**config.mk**
```make
export PLATFORM = sky130hd
export DESIGN_NAME = reorder_buffer_flat
export DESIGN_NICKNAME = d
export VERILOG_FILES = /design/src/rtl/reorder_buffer_if.sv /design/src/rtl/reorder_buffer.sv /design/src/flat_wrapper.sv
export SDC_FILE = /design/constraint.sdc
export NUM_CORES = 1
export LEC_CHECK = 0
export CAP_MARGIN = 30
export CELL_PAD_IN_SITES_DETAIL_PLACEMENT = 0
export CELL_PAD_IN_SITES_GLOBAL_PLACEMENT = 2
export CORE_UTILIZATION = 49
export CTS_BUF_LIST = sky130_fd_sc_hd__clkbuf_16
export DETAILED_ROUTE_END_ITERATION = 8
export PLACE_DENSITY_LB_ADDON = 0.1
export SYNTH_ARGS = -nofsm -noshare
export SYNTH_HDL_FRONTEND = slang
export SYNTH_SLANG_ARGS = --single-unit
```
**constraint.sdc**
```tcl
create_clock -name clk -period 6.2 [get_ports clk]
set_clock_uncertainty 0.15 [all_clocks]
set_input_delay 0.93 -clock clk [delete_from_list [all_inputs] [get_ports clk]]
set_output_delay 0.93 -clock clk [all_outputs]
set_load 0.02 [all_outputs]
```
**src/rtl/reorder_buffer_if.sv**
```systemverilog
// Dispatch, writeback, commit and exception signals of the reorder buffer.
// The master side is the pipeline and the slave side is the ROB.
interface reorder_buffer_if #(
  parameter int DISPATCH_WIDTH       = 2,
  parameter int ROB_DEPTH            = 16,
  parameter int PHYS_REGS_ADDR_WIDTH = 6
) ();
  localparam int ROB_ADDR_WIDTH      = $clog2(ROB_DEPTH);
  localparam int DISPATCH_ADDR_WIDTH = (DISPATCH_WIDTH > 1) ? $clog2(DISPATCH_WIDTH) : 1;

  logic [DISPATCH_WIDTH-1:0][PHYS_REGS_ADDR_WIDTH-1:0] dispatch_phys_rd;
  logic [DISPATCH_WIDTH-1:0][4:0]                      dispatch_arch_rd;
  logic [DISPATCH_WIDTH-1:0]                           dispatch_en;
  logic [DISPATCH_WIDTH-1:0][DISPATCH_ADDR_WIDTH-1:0]  dispatch_bank_addr;
  logic [DISPATCH_WIDTH-1:0][ROB_ADDR_WIDTH-1:0]       dispatch_rob_addr;
  logic                                                dispatch_full;

  logic [DISPATCH_WIDTH-1:0][DISPATCH_ADDR_WIDTH-1:0]  writeback_bank_addr;
  logic [DISPATCH_WIDTH-1:0][ROB_ADDR_WIDTH-1:0]       writeback_rob_addr;
  logic [DISPATCH_WIDTH-1:0]                           writeback_en;
  logic [DISPATCH_WIDTH-1:0]                           writeback_exc;

  logic [DISPATCH_WIDTH-1:0][PHYS_REGS_ADDR_WIDTH-1:0] commit_phys_rd;
  logic [DISPATCH_WIDTH-1:0][4:0]                      commit_arch_rd;
  logic [DISPATCH_WIDTH-1:0]                           commit_en;

  logic                                                exc_valid;
  logic [ROB_ADDR_WIDTH-1:0]                           exc_rob_addr;
  logic [DISPATCH_ADDR_WIDTH-1:0]                      exc_bank_addr;

  logic                                                flush;
  logic [ROB_ADDR_WIDTH:0]                             occupancy;

  modport master (
    output dispatch_phys_rd, dispatch_arch_rd, dispatch_en,
    input  dispatch_bank_addr, dispatch_rob_addr, dispatch_full,
    output writeback_bank_addr, writeback_rob_addr, writeback_en, writeback_exc,
    input  commit_phys_rd, commit_arch_rd, commit_en,
    input  exc_valid, exc_rob_addr, exc_bank_addr,
    output flush,
    input  occupancy
  );

  modport slave (
    input  dispatch_phys_rd, dispatch_arch_rd, dispatch_en,
    output dispatch_bank_addr, dispatch_rob_addr, dispatch_full,
    input  writeback_bank_addr, writeback_rob_addr, writeback_en, writeback_exc,
    output commit_phys_rd, commit_arch_rd, commit_en,
    output exc_valid, exc_rob_addr, exc_bank_addr,
    input  flush,
    output occupancy
  );
endinterface

```
**src/rtl/reorder_buffer.sv**
```systemverilog
// Row-based reorder buffer: one row per dispatch group, in-order retirement of
// the head row, precise exception at the lowest faulting bank, flush clears all.
module reorder_buffer #(
  parameter int DISPATCH_WIDTH       = 2,
  parameter int ROB_DEPTH            = 16,
  parameter int PHYS_REGS_ADDR_WIDTH = 6
) (
  input logic             clk,
  input logic             rst,
  reorder_buffer_if.slave bus
);
  localparam int DW  = DISPATCH_WIDTH;
  localparam int PW  = PHYS_REGS_ADDR_WIDTH;
  localparam int AW  = $clog2(ROB_DEPTH);
  localparam int DAW = (DW > 1) ? $clog2(DW) : 1;
  localparam logic [AW:0] FULL_CNT = (AW+1)'(ROB_DEPTH);

  logic [DW-1:0]          valid_q [ROB_DEPTH];
  logic [DW-1:0]          valid_d [ROB_DEPTH];
  logic [DW-1:0]          done_q  [ROB_DEPTH];
  logic [DW-1:0]          done_d  [ROB_DEPTH];
  logic [DW-1:0]          exc_q   [ROB_DEPTH];
  logic [DW-1:0]          exc_d   [ROB_DEPTH];
  logic [DW-1:0][PW-1:0]  phys_q  [ROB_DEPTH];
  logic [DW-1:0][PW-1:0]  phys_d  [ROB_DEPTH];
  logic [DW-1:0][4:0]     arch_q  [ROB_DEPTH];
  logic [DW-1:0][4:0]     arch_d  [ROB_DEPTH];
  logic [AW-1:0]          head_q, head_d;
  logic [AW-1:0]          tail_q, tail_d;
  logic [AW:0]            count_q, count_d;

  logic                   head_ready;
  logic                   exc_hit;
  logic [DAW-1:0]         exc_idx;
  logic                   full;
  logic                   commit_fire;
  logic                   exc_fire;
  logic                   dispatch_fire;

  always_comb begin : head_eval
    head_ready = (count_q != '0);
    exc_hit    = 1'b0;
    exc_idx    = '0;
    for (int i = 0; i < DW; i++) begin
      if (valid_q[head_q][i] && !done_q[head_q][i]) head_ready = 1'b0;
      if (valid_q[head_q][i] && exc_q[head_q][i] && !exc_hit) begin
        exc_hit = 1'b1;
        exc_idx = DAW'(i);
      end
    end
  end

  // Full comes only from the registered count, so a same-cycle commit never frees a row.
  assign full          = (count_q == FULL_CNT);
  assign commit_fire   = head_ready && !exc_hit && !bus.flush && !rst;
  assign exc_fire      = head_ready && exc_hit && !bus.flush && !rst;
  assign dispatch_fire = (|bus.dispatch_en) && !full && !bus.flush;

  always_comb begin : outputs
    for (int i = 0; i < DW; i++) begin
      bus.dispatch_rob_addr[i]  = tail_q;
      bus.dispatch_bank_addr[i] = DAW'(i);
      bus.commit_en[i]          = valid_q[head_q][i] &&
                                  (commit_fire || (exc_fire && (DAW'(i) < exc_idx)));
      bus.commit_phys_rd[i]     = phys_q[head_q][i];
      bus.commit_arch_rd[i]     = arch_q[head_q][i];
    end
    bus.exc_valid     = exc_fire;
    bus.exc_rob_addr  = head_q;
    bus.exc_bank_addr = exc_idx;
    bus.dispatch_full = full;
    bus.occupancy     = count_q;
  end

  always_comb begin : next_state
    valid_d = valid_q;
    done_d  = done_q;
    exc_d   = exc_q;
    phys_d  = phys_q;
    arch_d  = arch_q;
    head_d  = head_q;
    tail_d  = tail_q;
    count_d = count_q;

    // Ports hitting the same slot simply OR their done/exc effects.
    for (int k = 0; k < DW; k++) begin
      if (bus.writeback_en[k]) begin
        for (int i = 0; i < DW; i++) begin
          if ((bus.writeback_bank_addr[k] == DAW'(i)) &&
              valid_q[bus.writeback_rob_addr[k]][i]) begin
            done_d[bus.writeback_rob_addr[k]][i] = 1'b1;
            if (bus.writeback_exc[k]) exc_d[bus.writeback_rob_addr[k]][i] = 1'b1;
          end
        end
      end
    end

    if (dispatch_fire) begin
      valid_d[tail_q] = bus.dispatch_en;
      done_d[tail_q]  = '0;
      exc_d[tail_q]   = '0;
      phys_d[tail_q]  = bus.dispatch_phys_rd;
      arch_d[tail_q]  = bus.dispatch_arch_rd;
      tail_d          = tail_q + AW'(1);
    end

    if (commit_fire) begin
      valid_d[head_q] = '0;
      head_d          = head_q + AW'(1);
    end

    count_d = count_q + (AW+1)'(dispatch_fire) - (AW+1)'(commit_fire);

    if (bus.flush || exc_fire) begin
      for (int r = 0; r < ROB_DEPTH; r++) begin
        valid_d[r] = '0;
        done_d[r]  = '0;
        exc_d[r]   = '0;
      end
      head_d  = '0;
      tail_d  = '0;
      count_d = '0;
    end
  end

  always_ff @(posedge clk) begin
    if (rst) begin
      valid_q <= '{default: '0};
      done_q  <= '{default: '0};
      exc_q   <= '{default: '0};
      head_q  <= '0;
      tail_q  <= '0;
      count_q <= '0;
    end else begin
      valid_q <= valid_d;
      done_q  <= done_d;
      exc_q   <= exc_d;
      head_q  <= head_d;
      tail_q  <= tail_d;
      count_q <= count_d;
    end
  end

  // Payload is only observed behind a valid bit, so it carries no reset.
  always_ff @(posedge clk) begin
    phys_q <= phys_d;
    arch_q <= arch_d;
  end
endmodule

```
**src/flat_wrapper.sv**
```systemverilog
// flat-port wrapper written by rule: the top's interface ports become plain ports
module reorder_buffer_flat 
#(
  parameter int DISPATCH_WIDTH       = 2,
  parameter int ROB_DEPTH            = 16,
  parameter int PHYS_REGS_ADDR_WIDTH = 6
)
  (clk, rst, bus_dispatch_phys_rd, bus_dispatch_arch_rd, bus_dispatch_en, bus_dispatch_bank_addr, bus_dispatch_rob_addr, bus_dispatch_full, bus_writeback_bank_addr, bus_writeback_rob_addr, bus_writeback_en, bus_writeback_exc, bus_commit_phys_rd, bus_commit_arch_rd, bus_commit_en, bus_exc_valid, bus_exc_rob_addr, bus_exc_bank_addr, bus_flush, bus_occupancy);
  reorder_buffer_if #(.DISPATCH_WIDTH(DISPATCH_WIDTH), .ROB_DEPTH(ROB_DEPTH), .PHYS_REGS_ADDR_WIDTH(PHYS_REGS_ADDR_WIDTH)) bus_i ();
  input logic clk;
  input logic rst;
  input wire logic [$bits(bus_i.dispatch_phys_rd)-1:0] bus_dispatch_phys_rd;
  input wire logic [$bits(bus_i.dispatch_arch_rd)-1:0] bus_dispatch_arch_rd;
  input wire logic [$bits(bus_i.dispatch_en)-1:0] bus_dispatch_en;
  output wire logic [$bits(bus_i.dispatch_bank_addr)-1:0] bus_dispatch_bank_addr;
  output wire logic [$bits(bus_i.dispatch_rob_addr)-1:0] bus_dispatch_rob_addr;
  output wire logic [$bits(bus_i.dispatch_full)-1:0] bus_dispatch_full;
  input wire logic [$bits(bus_i.writeback_bank_addr)-1:0] bus_writeback_bank_addr;
  input wire logic [$bits(bus_i.writeback_rob_addr)-1:0] bus_writeback_rob_addr;
  input wire logic [$bits(bus_i.writeback_en)-1:0] bus_writeback_en;
  input wire logic [$bits(bus_i.writeback_exc)-1:0] bus_writeback_exc;
  output wire logic [$bits(bus_i.commit_phys_rd)-1:0] bus_commit_phys_rd;
  output wire logic [$bits(bus_i.commit_arch_rd)-1:0] bus_commit_arch_rd;
  output wire logic [$bits(bus_i.commit_en)-1:0] bus_commit_en;
  output wire logic [$bits(bus_i.exc_valid)-1:0] bus_exc_valid;
  output wire logic [$bits(bus_i.exc_rob_addr)-1:0] bus_exc_rob_addr;
  output wire logic [$bits(bus_i.exc_bank_addr)-1:0] bus_exc_bank_addr;
  input wire logic [$bits(bus_i.flush)-1:0] bus_flush;
  output wire logic [$bits(bus_i.occupancy)-1:0] bus_occupancy;
  assign bus_i.dispatch_phys_rd = bus_dispatch_phys_rd;
  assign bus_i.dispatch_arch_rd = bus_dispatch_arch_rd;
  assign bus_i.dispatch_en = bus_dispatch_en;
  assign bus_dispatch_bank_addr = bus_i.dispatch_bank_addr;
  assign bus_dispatch_rob_addr = bus_i.dispatch_rob_addr;
  assign bus_dispatch_full = bus_i.dispatch_full;
  assign bus_i.writeback_bank_addr = bus_writeback_bank_addr;
  assign bus_i.writeback_rob_addr = bus_writeback_rob_addr;
  assign bus_i.writeback_en = bus_writeback_en;
  assign bus_i.writeback_exc = bus_writeback_exc;
  assign bus_commit_phys_rd = bus_i.commit_phys_rd;
  assign bus_commit_arch_rd = bus_i.commit_arch_rd;
  assign bus_commit_en = bus_i.commit_en;
  assign bus_exc_valid = bus_i.exc_valid;
  assign bus_exc_rob_addr = bus_i.exc_rob_addr;
  assign bus_exc_bank_addr = bus_i.exc_bank_addr;
  assign bus_i.flush = bus_flush;
  assign bus_occupancy = bus_i.occupancy;
  reorder_buffer #(.DISPATCH_WIDTH(DISPATCH_WIDTH), .ROB_DEPTH(ROB_DEPTH), .PHYS_REGS_ADDR_WIDTH(PHYS_REGS_ADDR_WIDTH)) u_core (.clk(clk), .rst(rst), .bus(bus_i));
endmodule
```
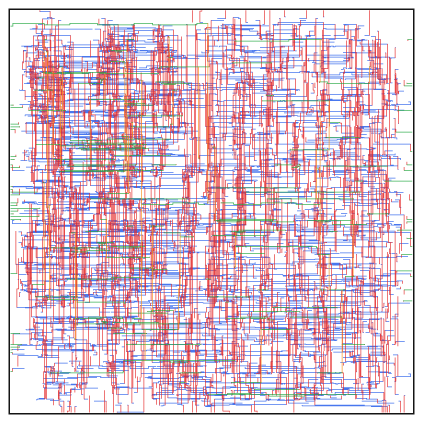
Fig. 1. Wiring by layer.
Drawn at 2 px/um.
- M3: green (wire length 2730 um)
- M1: blue (wire length 20.6 mm)
- M4: orange (wire length 1330 um)
- M2: red (wire length 23.2 mm)
Routed Wire Length: 47800 um
All-Layer GR Usage: 0.243

==> notes.md <==
Summary of the current implementation state.

- VDD sags by at most 182 uV.
- The transition time at the pin with the least slew margin is between 0.9 and 1 ns, for reference.
- The TritonCTS clock tree is yes, for reference.
- The critical path endpoint has a required time of just over 5 ns.
- The prevailing post-synth register cell is edfxtp_1, for reference.
- After clock tree synthesis, the repair step resized 0 gates.
- The summed negative setup slack over all endpoints is 0 ns, for reference.
- The detailed-routing iteration count for the pre-antenna-repair pass is 5, for reference.
- Across all hold checks on the routed design, the worst slack comes to 0.329 ns.
- The final clock period utilization by the worst path is 0.819, for reference.
- The number of clock sinks is around 460, for reference.
- Entering global routing, the biggest net connects 85 pins.
- The flip-flop and latch count after synthesis is 461, for reference.
- The run finished with clean final reports.
- Per the gpl log, the routability congestion estimate is 0.856.
- The clock network fraction of design power is 0.384, for reference.
- The final timing report counts setup violations totalling 0.
- In this run, post-CTS hold repair placed 0 buffers.
- The initial DRC count is 856, for reference.
- Setup repair after global routing left no endpoint under its margin.
- Switching power as a fraction of the total was reported as 0.246.
- The sequential area share after synthesis is 0.654, for reference.
- The number of violations of the max-capacitance limit is 0, for reference.
- The post-synthesis average cell area is 17.1 um2, for reference.
- Pin placement for this block handled slightly below 90 I/O pins.
- The H-tree was split into 2 levels.
- The fill cell instance count of the final layout is roughly 3100, for reference.
- Clock tree synthesis selected as its root buffer the cell clkbuf_16.
- Logged for this run, the post-placement worst setup slack is between 1.5 and 2 ns.
- The number of global-route vias before repair is 11200, for reference.
- The clock period could shrink to 5.08 ns.
- The number of buffers inserted to repair setup after CTS is 0, for reference.
- The flow measured a signed area growth from synthesis to layout of 14.2%.
- The clock input transition at the sequential cells of the worst setup and hold paths is around 0.06 ns, for reference.
- The final layout contains 1269 nets.
- The initial antenna violation count is 0, for reference.
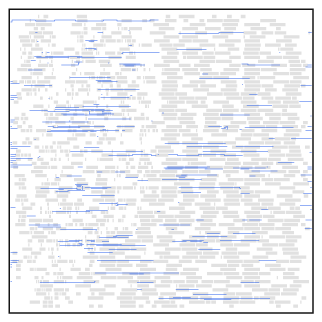
Fig. 2. M3 wires.
Drawn at 1.5 px/um. Cells faint in the background.
- share of all routed wire: 5.7%
- wire length on this layer: 2730 um
routed via count: 10900
met3 track demand over resource in global routing: 0.0368

## Yosys cell counts (all sizes together), types with 3 or more instances
cell type,count,area share
a21oi,23,0.0059
a221oi,64,0.029
a22oi,7,0.0030
and2,4,0.0013
and3,3,0.00096
and4,4,0.0018
buf,47,0.017
clkbuf,40,0.0077
dfxtp,109,0.11
edfxtp,352,0.54
ha,14,0.0090
inv,26,0.0050
mux2i,33,0.017
mux4,155,0.18
nand2,33,0.0063
nand2b,4,0.0013
nand3,17,0.0044
nand3b,4,0.0015
nor2,109,0.021
nor2b,6,0.0019
nor3,41,0.011
o211ai,12,0.0069
o21ai,5,0.0019
xnor2,3,0.0013
xor2,4,0.0018
## cell type report
class                           count  area share
Tap cell                          518      0.0291
Clock inverter                     35      0.0137
Timing Repair Buffer              109      0.0479
Multi-Input combinational cell    568       0.278
Clock buffer                       48      0.0539
Inverter                           26     0.00438
Sequential cell                   461       0.573
## worst paths after layout
path	from	end	slack, ns	cells after the start
worst max-delay path	u_core.bus.exc_rob_addr[0]	bus_commit_en[1]	1.12	7
worst min-delay path	u_core.done_q[11]	u_core.done_q[11]	0.33	2
worst min register to register	u_core.done_q[11]	u_core.done_q[11]	0.33	2
worst max register to register	u_core.bus.exc_rob_addr[0]	u_core.bus.occupancy[4]	1.76	16
## worst max-delay path, stage by stage, from the launching register on
cell	delay, ns
dfxtp_4	0.83
mux4_2	0.59
a22oi_1	0.24
nand2_1	0.19
a211oi_1	0.52
and3_1	0.25
and2_1	0.17
clkdlybuf4s50_1	0.61
## metal layers
metal | up-vias | GRT usage | wire length (um) | share of wire
li1 | 4761 | - | - | -
met2 | 380 | 0.388 | 23200 | 0.49
met5 | - | 0 | 0 | 0
met1 | 5715 | 0.340 | 20600 | 0.43
met3 | 80 | 0.0368 | 2730 | 0.057
met4 | 0 | 0.0879 | 1330 | 0.028
## flip-flops by register name, summed over array words and instances (netlist names)
| name | count |
|---|---|
| u_core.valid_q | 32 |
| u_core.exc_q | 32 |
| u_core.bus.exc_rob_addr | 4 |
| u_core.arch_q | 160 |
| u_core.tail_q | 4 |
| u_core.done_q | 32 |
| u_core.bus.occupancy | 5 |
| u_core.phys_q | 192 |
## cells in the final DEF (no fill, tap or decap), drive strengths merged, types with 33 or more instances in the layout
cell,instances
edfxtp,352
clkbuf,48
nand2,33
mux2i,33
a221oi,64
nor3,41
mux4,155
inv,41
clkdlybuf4s50,84
nor2,109
dfxtp,109
## power groups by stage
stage,Combinational (uW),Sequential (uW),Clock (uW)
floorplan,775,3460,0
global placement,1060,3500,0
detailed placement,1060,3500,0
CTS,1060,3430,2840
global route,1120,3440,2950
finish,1040,3430,2790
## logic make-up after synthesis
kind of cell / count (synthesis) / synth area share
adder cells (fa/ha/maj): 15 / 0.0100
AND-OR/OR-AND: 119 / 0.0496
buffers and inverters: 113 / 0.0298
multiplexers: 188 / 0.198
flip-flops: 461 / 0.654
AND/OR/NAND/NOR: 237 / 0.0557
other: 2 / 0.000385
XOR/XNOR: 7 / 0.00314
Power figures rest on the tool's default switching activity, not on a simulated workload.
